$ cat config.mk
export PLATFORM = sky130hd
export DESIGN_NAME = data_memory_pipe
export DESIGN_NICKNAME = d
export VERILOG_FILES = /design/src/rtl/dmem_pkg.sv /design/src/rtl/dmem_rdpipe.sv /design/src/rtl/data_memory_pipe.sv
export SDC_FILE = /design/constraint.sdc
export NUM_CORES = 2
export LEC_CHECK = 0
export CAP_MARGIN = 30
export CORE_UTILIZATION = 55
export CTS_CLUSTER_SIZE = 28
export DETAILED_ROUTE_END_ITERATION = 6
export GPL_TIMING_DRIVEN = 0
export PLACE_DENSITY = 0.84
export SKIP_CTS_REPAIR_TIMING = 1
export SYNTH_ARGS = -nofsm -noshare
export SYNTH_HDL_FRONTEND = slang
export SYNTH_SLANG_ARGS = --single-unit
$ cat constraint.sdc
create_clock -name sysclk -period 5.69 [get_ports sysclk]
set_input_delay 0.569 -clock sysclk [delete_from_list [all_inputs] [get_ports sysclk]]
set_output_delay 0.569 -clock sysclk [all_outputs]
set_load 0.01 [all_outputs]
$ cat src/rtl/dmem_pkg.sv
// Shared types and constants for the pipelined data memory.
package dmem_pkg;

    typedef enum logic {
        INIT,
        RUN
    } state_t;

    localparam int unsigned MAX_READ_LAT = 4;
    localparam int unsigned DEF_DATA_W   = 8;
    localparam int unsigned DEF_ADDR_W   = 8;

endpackage

$ cat src/rtl/dmem_rdpipe.sv
// Load-response shift pipeline: LAT register stages of valid/data/err, flushed by rst.
module dmem_rdpipe #(
    parameter int unsigned DATA_W = 8,
    parameter int unsigned LAT    = 1
) (
    input  logic              clk,
    input  logic              rst,
    input  logic              in_valid,
    input  logic [DATA_W-1:0] in_data,
    input  logic              in_err,
    output logic              out_valid,
    output logic [DATA_W-1:0] out_data,
    output logic              out_err
);

    logic [LAT-1:0]    v;
    logic [LAT-1:0]    e;
    logic [DATA_W-1:0] d [LAT];

    // Data/err stages only load behind a valid, so the output holds between responses.
    always_ff @(posedge clk) begin
        if (rst) begin
            v <= '0;
            e <= '0;
            for (int unsigned i = 0; i < LAT; i++) begin
                d[i] <= '0;
            end
        end else begin
            v[0] <= in_valid;
            if (in_valid) begin
                d[0] <= in_data;
                e[0] <= in_err;
            end
            for (int unsigned i = 1; i < LAT; i++) begin
                v[i] <= v[i-1];
                if (v[i-1]) begin
                    d[i] <= d[i-1];
                    e[i] <= e[i-1];
                end
            end
        end
    end

    assign out_valid = v[LAT-1];
    assign out_data  = d[LAT-1];
    assign out_err   = e[LAT-1];

endmodule

$ cat src/rtl/data_memory_pipe.sv
// Single-port data memory with valid/ready requests, byte-enabled stores,
// configurable read latency and an optional post-reset zero-fill.
module data_memory_pipe
    import dmem_pkg::*;
#(
    parameter int unsigned DATA_W    = DEF_DATA_W,
    parameter int unsigned ADDR_W    = DEF_ADDR_W,
    parameter int unsigned DEPTH     = 256,
    parameter int unsigned READ_LAT  = 1,
    parameter int unsigned INIT_ZERO = 1
) (
    input  logic                  sysclk,
    input  logic                  rst,
    input  logic                  req_valid,
    output logic                  req_ready,
    input  logic                  req_write,
    input  logic [ADDR_W-1:0]     req_addr,
    input  logic [DATA_W-1:0]     req_wdata,
    input  logic [DATA_W/8-1:0]   req_be,
    output logic                  rsp_valid,
    output logic [DATA_W-1:0]     rsp_rdata,
    output logic                  rsp_err,
    output logic                  init_done
);

    localparam int unsigned NBYTES = DATA_W / 8;
    localparam logic [ADDR_W-1:0] LAST = ADDR_W'(DEPTH - 1);

    if (DATA_W == 0 || DATA_W % 8 != 0) begin : g_bad_data_w
        $error("data_memory_pipe: DATA_W must be a non-zero multiple of 8");
    end
    if (longint'(DEPTH) > (longint'(1) << ADDR_W)) begin : g_bad_depth
        $error("data_memory_pipe: DEPTH exceeds 2**ADDR_W");
    end
    if (READ_LAT < 1 || READ_LAT > MAX_READ_LAT) begin : g_bad_lat
        $error("data_memory_pipe: READ_LAT out of range 1..4");
    end

    state_t            state;
    logic [ADDR_W-1:0] cnt;
    logic [DATA_W-1:0] mem [DEPTH];

    logic              xfer;
    logic              in_range;
    logic              wr_en;
    logic [ADDR_W-1:0] wr_addr;
    logic [DATA_W-1:0] wr_data;
    logic [NBYTES-1:0] wr_be;
    logic [DATA_W-1:0] rd_data;

    assign xfer     = req_valid & req_ready;
    assign in_range = 32'(req_addr) < DEPTH;

    // Zero-fill shares the single write port with CPU stores.
    always_comb begin
        wr_en   = 1'b0;
        wr_addr = req_addr;
        wr_data = req_wdata;
        wr_be   = req_be;
        if (state == INIT) begin
            wr_en   = 1'b1;
            wr_addr = cnt;
            wr_data = '0;
            wr_be   = '1;
        end else if (xfer && req_write && in_range) begin
            wr_en = 1'b1;
        end
    end

    always_ff @(posedge sysclk) begin
        if (wr_en) begin
            for (int unsigned b = 0; b < NBYTES; b++) begin
                if (wr_be[b]) begin
                    mem[wr_addr][8*b +: 8] <= wr_data[8*b +: 8];
                end
            end
        end
    end

    always_comb begin
        rd_data = '0;
        if (in_range) begin
            rd_data = mem[req_addr];
        end
    end

    always_ff @(posedge sysclk) begin
        if (rst) begin
            state     <= (INIT_ZERO != 0) ? INIT : RUN;
            cnt       <= '0;
            req_ready <= 1'b0;
            init_done <= 1'b0;
        end else begin
            case (state)
                INIT: begin
                    cnt <= cnt + ADDR_W'(1);
                    if (cnt == LAST) begin
                        state     <= RUN;
                        req_ready <= 1'b1;
                        init_done <= 1'b1;
                    end
                end
                RUN: begin
                    req_ready <= 1'b1;
                    init_done <= 1'b1;
                end
            endcase
        end
    end

    dmem_rdpipe #(
        .DATA_W (DATA_W),
        .LAT    (READ_LAT)
    ) u_rdpipe (
        .clk       (sysclk),
        .rst       (rst),
        .in_valid  (xfer & ~req_write),
        .in_data   (rd_data),
        .in_err    (~in_range),
        .out_valid (rsp_valid),
        .out_data  (rsp_rdata),
        .out_err   (rsp_err)
    );

endmodule

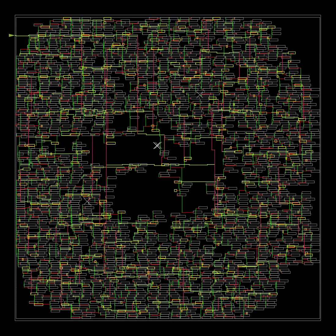
(clock routing)
sequential cell count of the final layout: 2,067
TritonCTS Buffers: 197
clock skew after layout: 46.5 ps

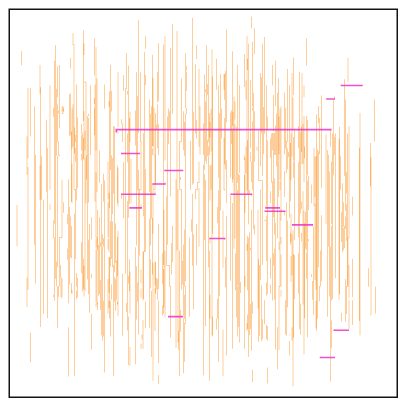
(routed metal, one color a layer)
Drawn at 1 px/um. Two of the layers only.
color	layer	wire length
orange	M4	32.7 mm
magenta	M5	463 um
Post-Route WL: 344,000 um
via count of the routed design: 50.2k
global-route usage over all layers: 0.461

==> impl_metrics.csv <==
group,metric,value,unit
outcome,outcome,"finished with violations",
sta,setup_slack,-177,ps
setup_path,cp-endpoint,"mem[60][7]",
synthesis,synth_sequential_area_ratio,0.762,
synthesis,yosysWarningCount,0,
grt,first_global_vias,45600,
detailed_routing,iteration_0_drc_markers,10500,
cts,insertion_delay,900,ps
pwr,pwr-share-seq,0.517,
synthesis,synth-seq-cells,2067,
setup_path,timing.reg2reg.worst_path_depth,7,
detailed_routing,drt-wirelength-per-cell,51.7,um
sta,worstMarginPinSlew,1240,ps
sta,maxSlewHeadroom,0.177,
setup_path,worst_r2r_endpoint,"u_rdpipe.d[0][2]",
floorplan,floorplan.die_area,149000,um2
synthesis,yosys_cells,4155,
pwr,p_clk_frac,0.423,
pwr,combPwrFrac,0.061,
synthesis,post_synth_net_total,4177,
placement,place.detailed.instances,6234,
outcome,violations,"DRC, setup timing",
grt,grt_max_degree,93,
synthesis,synth.cell_area,81300,um2
setup_path,timing.critical_path.required,6180,ps
sta,unrepaired_setup_endpoints_after_global_routing,"false",
pwr,top_power_group,"registers",
setup_path,timing.reg2reg.setup_slack,990,ps
pwr,pg_clk,13.5,mW
pwr,leakagePower,30.4,nW
setup_path,worst-endpoint-arrival,6360,ps
synthesis,postSynth.topFlopCell,"edfxtp_1",
setup_path,end_kind,"register",
cts,htree_levels,4,
pwr,finalPower,32.0,mW
cts,clock-root-buffer,"clkbuf_16",
detailed_routing,remaining_drc_errors,9,
setup_path,rr_startpoint,"init_done",
min_path,hp-class,"primary input to register",
synthesis,post_synth.cell_area_avg,19.6,um2
pwr,cell_internal_pwr,24.5,mW
pwr,power_in_combinational_cells,1.94,mW
setup_path,critPathMaxFanout,10,
sta,setup_viol,95,
sta,period_used_share,1.03,
pwr,p_sw_frac,0.234,
floorplan,core_util_floorplan,0.556,
floorplan,row_count,140,
cts,cts_tree,"built",
setup_path,cp-startpoint,"req_addr[4]",
detailed_routing,detail-route-antenna-nets,0,
cts,cts.reportedPaths.clkPinSlew,70,ps
synthesis,simple_gate_share,0.0398,
synthesis,syn-instance-count,4155,
detailed_routing,avgViaCountPerCell,7.54,
synthesis,synth_adder_area_share,0.000154,
synthesis,ys_chip_area,81300,um2
setup_path,worstSetupStartpointType,"primary input",
synthesis,yosys_cell_types,75,
cells_and_area,final_cells,6654,
sta,slew_viol_final,0,
placement,hpwl_reported_at_the_end_of_detailed_placement,241000,um
placement,gp_routability_congestion,1.10,
synthesis,synth-edff-count,2056,
pwr,powerSeq,16.5,mW
synthesis,synth.area.mux_share,0.140,
cells_and_area,drive_above_1_share,0.215,
cts,ctsLongestPathBuffers,3,
pwr,vdd_drop_max,0.000308,V
floorplan,floorplan.die.height,387,um
grt,grt_pass1_wl,439000,um
floorplan,fp.dieW,387,um
flow_run,stage_log_warnings,28,
==> how the worst min path moves through the flow <==
| stage | startpoint | to | slack, ps | depth (start not counted) |
|---|---|---|---|---|
| finish | req_wdata[5] | mem[235][5] | 480 | 2 |
| detailed placement | init_done | init_done | 550 | 2 |
| floorplan | init_done | init_done | 500 | 2 |
| global placement | init_done | init_done | 480 | 2 |
| CTS | req_wdata[5] | mem[234][5] | 450 | 2 |
| global route | req_wdata[5] | mem[235][5] | 490 | 2 |
==> sequential cells by signal, indices dropped and copies added, names as in the netlist <==
| name | count |
|---|---|
| mem | 2048 |
| cnt | 8 |
| u_rdpipe.d | 8 |
| init_done | 1 |
| state | 1 |
| u_rdpipe.out_valid | 1 |
==> worst max-delay path, stage by stage <==
cell	delay (ps)
clkdlybuf4s50_1	800
buf_2	650
clkbuf_1	790
clkbuf_1	530
buf_6	250
nand3_1	80
o21ai_0	450
nand2_1	600
clkbuf_1	590
nor2_1	980
==> cells in the mapped netlist, drive strengths merged, types with 9 or more instances <==
master   count  area [um2]
edfxtp    2056       61700
nor2       376        1410
mux4       373        8450
mux2i      279        2790
buf        158        1310
nand2      134         503
clkbuf      92         357
o22ai       83         526
o221ai      70         613
nor3        68         345
a21oi       66         330
o21ai       55         275
nand3       49         245
a211oi      23         173
a22oi       23         173
and2        17         106
a2111oi     15         139
nor4        15        93.8
o32ai       15         146
mux2        14         158
nand4       14        87.6
nor2b       12        75.1
a221oi      11        96.3
dfxtp       11         220
a31oi        9        56.3
or4          9        67.6
==> layer usage <==
layer / track usage / wire (um) / part of all wire / up-vias
li1: - / - / - / 17900
met1: 0.577 / 112000 / 0.33 / 25600
met2: 0.622 / 140000 / 0.41 / 5481
met3: 0.217 / 58600 / 0.17 / 1193
met4: 0.346 / 32700 / 0.095 / 32
met5: 0 / 463 / 0.0013 / -
==> per-stage QoR <==
stage	hold slack, ps	util	setup slack, ps	setup TNS [ps]	instance area, um2
final	477	0.634	-177	-7610	92800
after global routing	488	0.634	174	0	92700
after CTS	452	0.633	379	0	92500
after detailed placement	546	0.588	-519	-137870	86000
after global placement	482	0.574	-4690	-9749170	84000
after floorplan	501	-	388	0	81300
==> final cells by class <==
| class | count | area [um2] |
|---|---|---|
| clock inverter | 129 | 1410 |
| fill | 9776 | 53500 |
| sequential | 2067 | 62000 |
| tap | 1917 | 2400 |
| clock buffer | 237 | 5130 |
| antenna | 33 | 82.6 |
| buffer | 252 | 1700 |
| inverter | 8 | 30.0 |
| timing repair buffer | 183 | 2350 |
| multi-input combinational | 1828 | 17700 |
==> layout by cell type (no fill, tap or decap), types with 39 or more instances in the layout <==
cell and instances:
edfxtp_1 2056, nor2_1 366, mux4_2 360, mux2i_1 279
clkbuf_16 199, nand2_1 134, clkbuf_1 114, buf_4 87
o22ai_1 82, o221ai_1 70, nor3_1 67, a21oi_1 66
buf_6 64, buf_2 62, o21ai_0 52, buf_8 51
nand3_1 49, clkinv_1 43, clkinv_2 39
Power figures rest on the tool's default switching activity, not on a simulated workload.
